`config.mk`:
```
export PLATFORM = sky130hd
export DESIGN_NAME = zero_cross_detector_flat
export DESIGN_NICKNAME = d
export VERILOG_FILES = /design/src/rtl/zero_cross_detector_if.sv /design/src/rtl/zero_cross_detector.sv /design/src/flat_wrapper.sv
export SDC_FILE = /design/constraint.sdc
export NUM_CORES = 1
export LEC_CHECK = 0
export ABC_AREA = 1
export CAP_MARGIN = 20
export CORE_MARGIN = 2
export CORE_UTILIZATION = 45
export CTS_CLUSTER_DIAMETER = 50
export DETAILED_ROUTE_END_ITERATION = 7
export PLACE_DENSITY = 0.78
export SLEW_MARGIN = 20
export SYNTH_ARGS = -nofsm -noshare
export SYNTH_HDL_FRONTEND = slang
export SYNTH_SLANG_ARGS = --single-unit
```
`constraint.sdc`:
```
create_clock -name clk -period 5.6 [get_ports clk]
set_input_delay 1.68 -clock clk [delete_from_list [all_inputs] [get_ports clk]]
set_output_delay 1.68 -clock clk [all_outputs]
set_load 0.005 [all_outputs]
```
`src/rtl/zero_cross_detector_if.sv`:
```
// Sample/result bundle for the zero-crossing detector.
// master drives samples and threshold; slave (the detector) drives results.
interface zero_cross_detector_if #(
  parameter int DATA_W   = 32,
  parameter int PERIOD_W = 24
);
  logic                din_valid;
  logic [DATA_W-1:0]   din;
  logic [DATA_W-2:0]   thresh;
  logic                square;
  logic                rise_pulse;
  logic                fall_pulse;
  logic [PERIOD_W-1:0] period;
  logic                period_valid;
  logic                period_ovf;
  logic                los;

  modport master (
    output din_valid, din, thresh,
    input  square, rise_pulse, fall_pulse, period, period_valid, period_ovf, los
  );

  modport slave (
    input  din_valid, din, thresh,
    output square, rise_pulse, fall_pulse, period, period_valid, period_ovf, los
  );
endinterface

```
`src/rtl/zero_cross_detector.sv`:
```
// Hysteresis zero-crossing detector: debounced square wave, edge strobes, rise-to-rise period.
// Define ZC_LOS_EN to enable the loss-of-signal output (otherwise los is tied low).
//
// state  | meaning
// LOW    | square low, waiting for a sample above +thresh
// PEND_H | square low, counting consecutive samples above +thresh
// HIGH   | square high, waiting for a sample below -thresh
// PEND_L | square high, counting consecutive samples below -thresh
module zero_cross_detector #(
  parameter int DATA_W   = 32,
  parameter int DEBOUNCE = 3,
  parameter int PERIOD_W = 24
) (
  input  logic                  clk,
  input  logic                  rst,
  zero_cross_detector_if.slave  zc
);

  localparam int                  CNT_W  = $clog2(DEBOUNCE + 1);
  localparam logic [CNT_W-1:0]    DB_CNT = CNT_W'(DEBOUNCE);
  localparam logic [PERIOD_W-1:0] P_MAX  = '1;

  typedef enum logic [1:0] {LOW, PEND_H, HIGH, PEND_L} state_e;

  state_e              state_q, state_d;
  logic [CNT_W-1:0]    cnt_q, cnt_d, cnt_inc;
  logic                square_q, square_d;
  logic                rise_q, rise_d;
  logic                fall_q, fall_d;
  logic [PERIOD_W-1:0] pcnt_q, pcnt_d;
  logic [PERIOD_W-1:0] period_q, period_d;
  logic                pvalid_q, pvalid_d;
  logic                povf_q, povf_d;
  logic                armed_q, armed_d;

  logic signed [DATA_W-1:0] th_pos, th_neg, din_s;
  logic                     hi, lo;

  // thresh is unsigned and one bit narrower, so its negation always fits
  assign th_pos  = $signed({1'b0, zc.thresh});
  assign th_neg  = -th_pos;
  assign din_s   = $signed(zc.din);
  assign hi      = din_s > th_pos;
  assign lo      = din_s < th_neg;
  assign cnt_inc = cnt_q + CNT_W'(1);

  always_comb begin
    state_d = state_q;
    cnt_d   = cnt_q;
    rise_d  = 1'b0;
    fall_d  = 1'b0;
    if (zc.din_valid) begin
      case (state_q)
        LOW: if (hi) begin
          if (DEBOUNCE == 1) begin
            state_d = HIGH;
            rise_d  = 1'b1;
          end else begin
            state_d = PEND_H;
            cnt_d   = CNT_W'(1);
          end
        end
        PEND_H: if (hi) begin
          if (cnt_inc == DB_CNT) begin
            state_d = HIGH;
            cnt_d   = '0;
            rise_d  = 1'b1;
          end else begin
            cnt_d = cnt_inc;
          end
        end else begin
          state_d = LOW;
          cnt_d   = '0;
        end
        HIGH: if (lo) begin
          if (DEBOUNCE == 1) begin
            state_d = LOW;
            fall_d  = 1'b1;
          end else begin
            state_d = PEND_L;
            cnt_d   = CNT_W'(1);
          end
        end
        PEND_L: if (lo) begin
          if (cnt_inc == DB_CNT) begin
            state_d = LOW;
            cnt_d   = '0;
            fall_d  = 1'b1;
          end else begin
            cnt_d = cnt_inc;
          end
        end else begin
          state_d = HIGH;
          cnt_d   = '0;
        end
        default: begin
          state_d = LOW;
          cnt_d   = '0;
        end
      endcase
    end
  end

  always_comb begin
    square_d = square_q;
    if (rise_d) square_d = 1'b1;
    if (fall_d) square_d = 1'b0;

    pcnt_d   = (pcnt_q == P_MAX) ? pcnt_q : pcnt_q + PERIOD_W'(1);
    period_d = period_q;
    povf_d   = povf_q;
    pvalid_d = 1'b0;
    armed_d  = armed_q;
    // the rise cycle itself is cycle 1 of the next period
    if (rise_d) begin
      pcnt_d  = PERIOD_W'(1);
      armed_d = 1'b1;
      if (armed_q) begin
        period_d = pcnt_q;
        povf_d   = (pcnt_q == P_MAX);
        pvalid_d = 1'b1;
      end
    end
  end

  always_ff @(posedge clk) begin
    if (rst) begin
      state_q  <= LOW;
      cnt_q    <= '0;
      square_q <= 1'b0;
      rise_q   <= 1'b0;
      fall_q   <= 1'b0;
      pcnt_q   <= '0;
      period_q <= '0;
      pvalid_q <= 1'b0;
      povf_q   <= 1'b0;
      armed_q  <= 1'b0;
    end else begin
      state_q  <= state_d;
      cnt_q    <= cnt_d;
      square_q <= square_d;
      rise_q   <= rise_d;
      fall_q   <= fall_d;
      pcnt_q   <= pcnt_d;
      period_q <= period_d;
      pvalid_q <= pvalid_d;
      povf_q   <= povf_d;
      armed_q  <= armed_d;
    end
  end

  assign zc.square       = square_q;
  assign zc.rise_pulse   = rise_q;
  assign zc.fall_pulse   = fall_q;
  assign zc.period       = period_q;
  assign zc.period_valid = pvalid_q;
  assign zc.period_ovf   = povf_q;

`ifdef ZC_LOS_EN
  logic los_q, los_d;

  // counter stays saturated until a rise, so los simply follows it
  always_comb begin
    los_d = !rise_d && (pcnt_q == P_MAX);
  end

  always_ff @(posedge clk) begin
    if (rst) los_q <= 1'b0;
    else     los_q <= los_d;
  end

  assign zc.los = los_q;
`else
  assign zc.los = 1'b0;
`endif

endmodule

```
`src/flat_wrapper.sv`:
```
// flat-port wrapper written by rule: the top's interface ports become plain ports
module zero_cross_detector_flat 
#(
  parameter int DATA_W   = 32,
  parameter int DEBOUNCE = 3,
  parameter int PERIOD_W = 24
)
  (clk, rst, zc_din_valid, zc_din, zc_thresh, zc_square, zc_rise_pulse, zc_fall_pulse, zc_period, zc_period_valid, zc_period_ovf, zc_los);
  zero_cross_detector_if #(.DATA_W(DATA_W), .PERIOD_W(PERIOD_W)) zc_i ();
  input  logic clk;
  input  logic rst;
  input wire logic [$bits(zc_i.din_valid)-1:0] zc_din_valid;
  input wire logic [$bits(zc_i.din)-1:0] zc_din;
  input wire logic [$bits(zc_i.thresh)-1:0] zc_thresh;
  output wire logic [$bits(zc_i.square)-1:0] zc_square;
  output wire logic [$bits(zc_i.rise_pulse)-1:0] zc_rise_pulse;
  output wire logic [$bits(zc_i.fall_pulse)-1:0] zc_fall_pulse;
  output wire logic [$bits(zc_i.period)-1:0] zc_period;
  output wire logic [$bits(zc_i.period_valid)-1:0] zc_period_valid;
  output wire logic [$bits(zc_i.period_ovf)-1:0] zc_period_ovf;
  output wire logic [$bits(zc_i.los)-1:0] zc_los;
  assign zc_i.din_valid = zc_din_valid;
  assign zc_i.din = zc_din;
  assign zc_i.thresh = zc_thresh;
  assign zc_square = zc_i.square;
  assign zc_rise_pulse = zc_i.rise_pulse;
  assign zc_fall_pulse = zc_i.fall_pulse;
  assign zc_period = zc_i.period;
  assign zc_period_valid = zc_i.period_valid;
  assign zc_period_ovf = zc_i.period_ovf;
  assign zc_los = zc_i.los;
  zero_cross_detector #(.DATA_W(DATA_W), .DEBOUNCE(DEBOUNCE), .PERIOD_W(PERIOD_W)) u_core (.clk(clk), .rst(rst), .zc(zc_i));
endmodule
```
==> run_1/pdn.png <==
Bar = 20 um. Pins as bars on the die edge. Tap cells in gray.
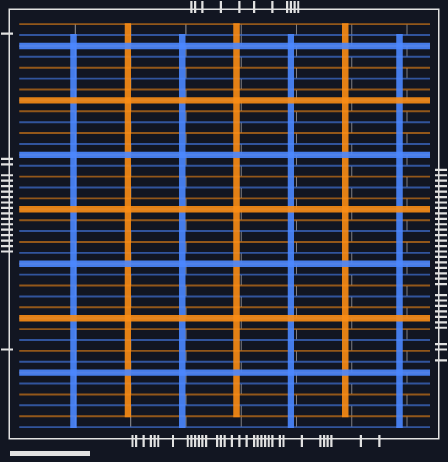
- blue: VSS
- orange: VDD
- signal pins: 96
- met5 straps: 7
- met1 rails: 38

==> run_1/cell_classes.png <==
Bar = 20 um.
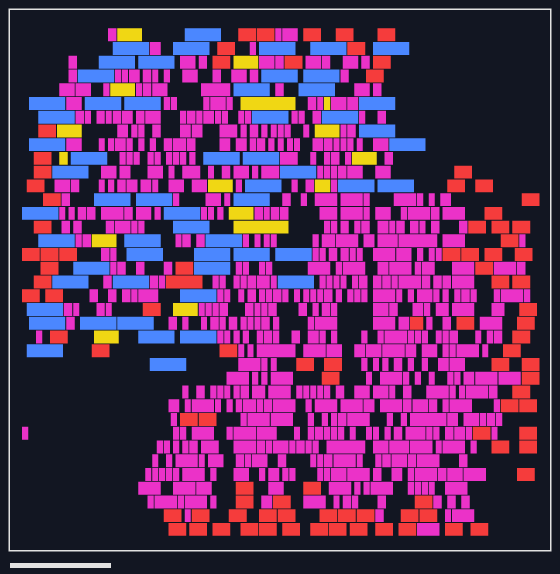
- red: other buffers and delay cells (cells 96)
- yellow: clock drivers and dummy loads (cells 16)
- blue: flip-flops (cells 58)
- magenta: all other logic (cells 601)

==> run_1/clock_map.png <==
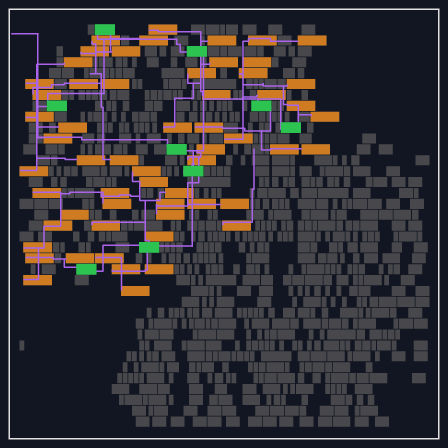
- green: cells driving clock nets (count 9)
- orange: flip-flops (count 58)
- purple: clock wires (length 812 um)
- routed clock nets: 10
Clock power frac: 0.406
clock skew: 9.58 ps
power in the clock group: 448 uW
Worst-Skew Late Latency: 350 ps

==> impl_metrics.ini, run 1 <==
; physical design summary
[critical_path]
crit_path_start_kind = primary input
startpoint = zc_thresh[0]
cp_top_family = simple AND/OR/NAND/NOR gates
crit_path_end = u_core.state_q[1]
reg2reg_to = u_core.zc.period[8]
cp.required_ps = 5850

[floorplanning]
die_y_um = 107
fp.dieW_um = 107
nWellTaps = 136

[synthesis]
synth_nets = 801
top_cells_by_area = dfxtp_1 (24%), ha_1 (17%), nand2_1 (9.4%)
yosysWarnings = 0
ys_cells = 671
ys_types = 42
synth.logic.top_family = simple AND/OR/NAND/NOR gates

[layout]
finalNonFillerCells = 907
antenna_cells = 0
comb_area_frac = 0.529
n_all_inverters = 85
syn_to_final_growth_pct = 27.0
seq-cell-share = 0.192
seq_cells = 58
largest_class = multi-input combinational cells
stdcell_area_mm2 = 0.00605
drive_above_1_share = 0.0817
final_core_util = 0.586

[final_timing]
rsz0062_at_grt = no
fin_tns_setup_ps = 0
clock.fmax_ghz = 0.201
min_period_ps = 4980
fin_crit_sh = 0.890
hold_violations = 0

[detailed_routing]
wirelength_um = 12300
viasPerCell = 5.20
vias = 4719
dr_wl_met2_um = 6030
first_iter_violations = 272
wl_met3_um = 671
drt_first_pass_iters = 4

[clock_network]
cts_hold_buf = 0
cts_tree = done

[outcome]
status = finished, final reports clean

[power]
leakage_nw = 2.65

[placed_design]
dp_slack_ps = 269
post-dp-hpwl_um = 9890

[global_route]
grt_max_degree = 32
==> run_1/metal_stack.png <==
Bar = 20 um. Two of the layers only.
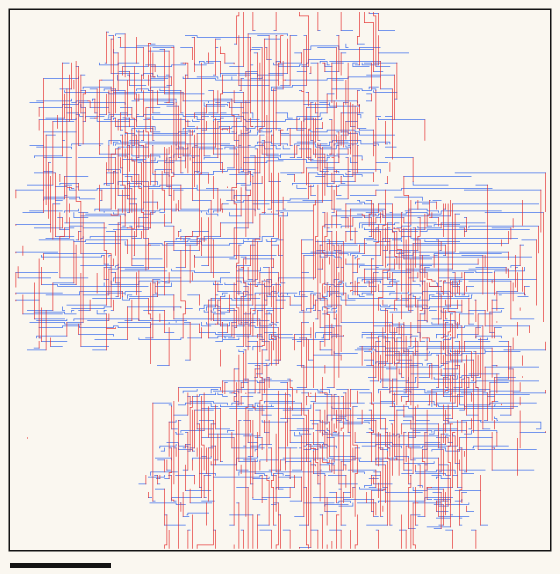

--- run 2 (diff from run 1) ---
- REMOVE_ABC_BUFFERS: default -> 1
- SLEW_MARGIN: 20 -> default
==> run_2/metal_stack.png <==
Bar = 20 um. Two of the layers only.
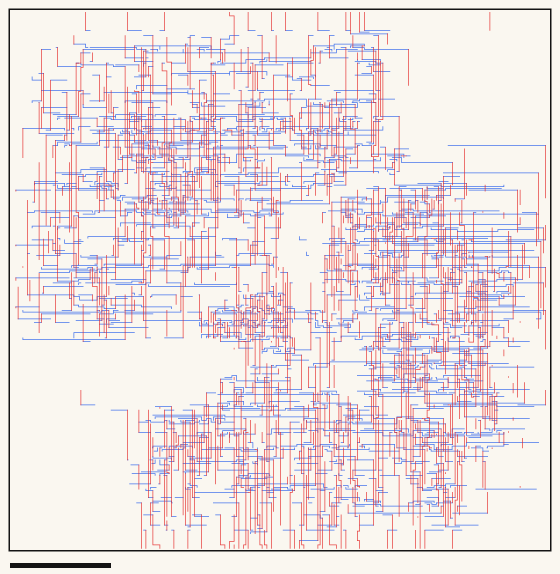
- blue: met1 (wire length 5380 um)
- red: met2 (wire length 5620 um)
Tot GR Track Use: 0.216
routed len/inst: 13.2 um

==> run_2/final_placement.png <==
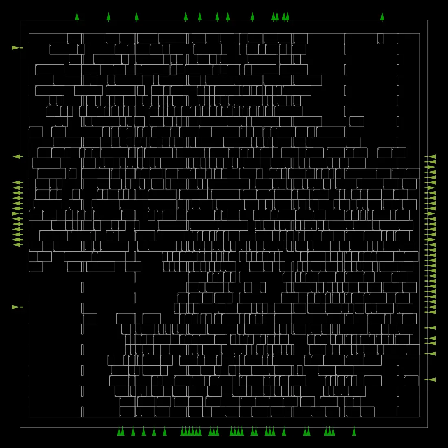
Non-Filler Instances: 906
row cnt: 37
tap cell count: 136

==> run 2 against run 1 <==
Clock power down 22%; largest power group is now registers; flip-flop count unchanged; setup slack better by 30 ps; first-iteration DRC count up 3.7%; worst hold slack worse by 7.5 ps; wire length down 3.2%; utilization down 0.59 points; cell count down 0.11%.
==> impl_metrics.ini, run 2 <==
; physical design summary
[detailed_routing]
drt_first_pass_iters = 5
wirelength_um = 11900
first_iter_violations = 282

[synthesis]
top_cells_by_area = dfxtp_1 (24%), ha_1 (17%), nand2_1 (9.4%)
synth.logic.top_family = simple AND/OR/NAND/NOR gates
yosysWarnings = 0

[layout]
comb_area_frac = 0.535
antenna_cells = 0
drive_above_1_share = 0.0805
stdcell_area_mm2 = 0.00599
seq_cells = 58
syn_to_final_growth_pct = 25.7

[power]
clockPowerShare = 0.348
leakage_nw = 2.63

[critical_path]
cp_top_family = simple AND/OR/NAND/NOR gates
reg2reg_to = u_core.pcnt_q[19]
startpoint = zc_thresh[0]

[final_timing]
fin_tns_setup_ps = 0
min_period_ps = 4950

[global_route]
grt_max_degree = 41

[floorplanning]
die_y_um = 107
fp.dieW_um = 107

[clock_network]
cts_hold_buf = 0

[outcome]
status = finished, final reports clean

[placed_design]
post-dp-hpwl_um = 9680
--- run 3 (diff from run 2) ---
- SETUP_SLACK_MARGIN: default -> 0.05
==> run_3/clock_map.png <==
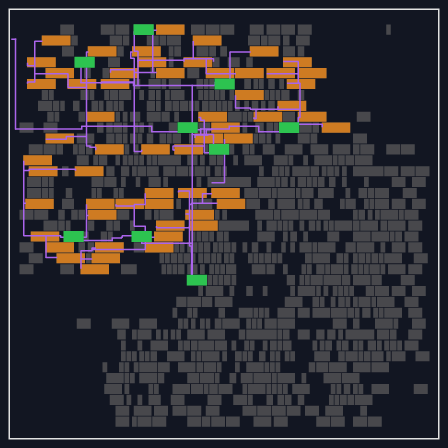
- purple: clock wires (length 708 um)
- orange: flip-flops (count 58)
- green: cells driving clock nets (count 9)
- routed clock nets: 10
power in the clock group: 351 uW
clock skew: 4.48 ps
Clock power frac: 0.348
Worst-Skew Late Latency: 330 ps

==> run_3/cell_classes.png <==
Bar = 20 um.
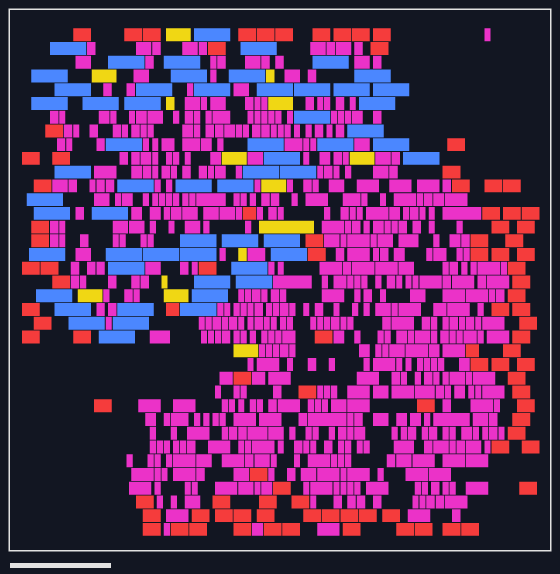
- yellow: clock drivers and dummy loads (cells 14)
- red: other buffers and delay cells (cells 97)
- blue: flip-flops (cells 58)
- magenta: all other logic (cells 601)
core area: 0.0103 mm^2
utilization after layout: 0.580
Seq area share: 0.194
post-layout instance area: 0.00599 mm^2

==> run 3 against run 2 <==
Die size did not move; sequential power is essentially flat; clock-buffer cell count unchanged; utilization unchanged; total power is the same; combinational power about the same; via count unchanged; largest cell class unchanged; largest power group unchanged.
==> impl_metrics.ini, run 3 <==
; physical design summary
[outcome]
status = finished, final reports clean

[critical_path]
crit_path_end = u_core.state_q[1]
crit_path_start_kind = primary input
reg2reg_to = u_core.pcnt_q[19]
cp.required_ps = 5830
startpoint = zc_thresh[0]
cp_top_family = simple AND/OR/NAND/NOR gates

[detailed_routing]
vias = 4684
wirelength_um = 11900
wl_per_cell_um = 13.2
dr_wl_met2_um = 5620
drt_first_pass_iters = 5
first_iter_violations = 282

[final_timing]
fin_tns_setup_ps = 0
clock.fmax_ghz = 0.202
fin_crit_sh = 0.884
holdWs_ps = 499
setup_viol = 0
finalMaxSlewViolations = 0
rsz0062_at_grt = no
min_period_ps = 4950

[floorplanning]
die_y_um = 107
nWellTaps = 136
fp.dieW_um = 107
rows = 37

[power]
leakage_nw = 2.63
intPower_uw = 723
p_per_area_mw_per_mm2 = 168

[placed_design]
post-dp-hpwl_um = 9680
dp_slack_ps = 298

[synthesis]
ys_types = 42
synth.logic.top_family = simple AND/OR/NAND/NOR gates
yosysWarnings = 0
ys_cells = 671

[layout]
n_all_inverters = 85
comb_area_frac = 0.535
seq_cells = 58
drive_above_1_share = 0.0805
largest_class = multi-input combinational cells
finalNonFillerCells = 906
syn_to_final_growth_pct = 25.7

[global_route]
grt_util_all_layers = 0.216
grt_max_degree = 41

[clock_network]
cts_hold_buf = 0
cts_tree = done
clkSinkCount = 58
Power figures rest on the tool's default switching activity, not on a simulated workload.
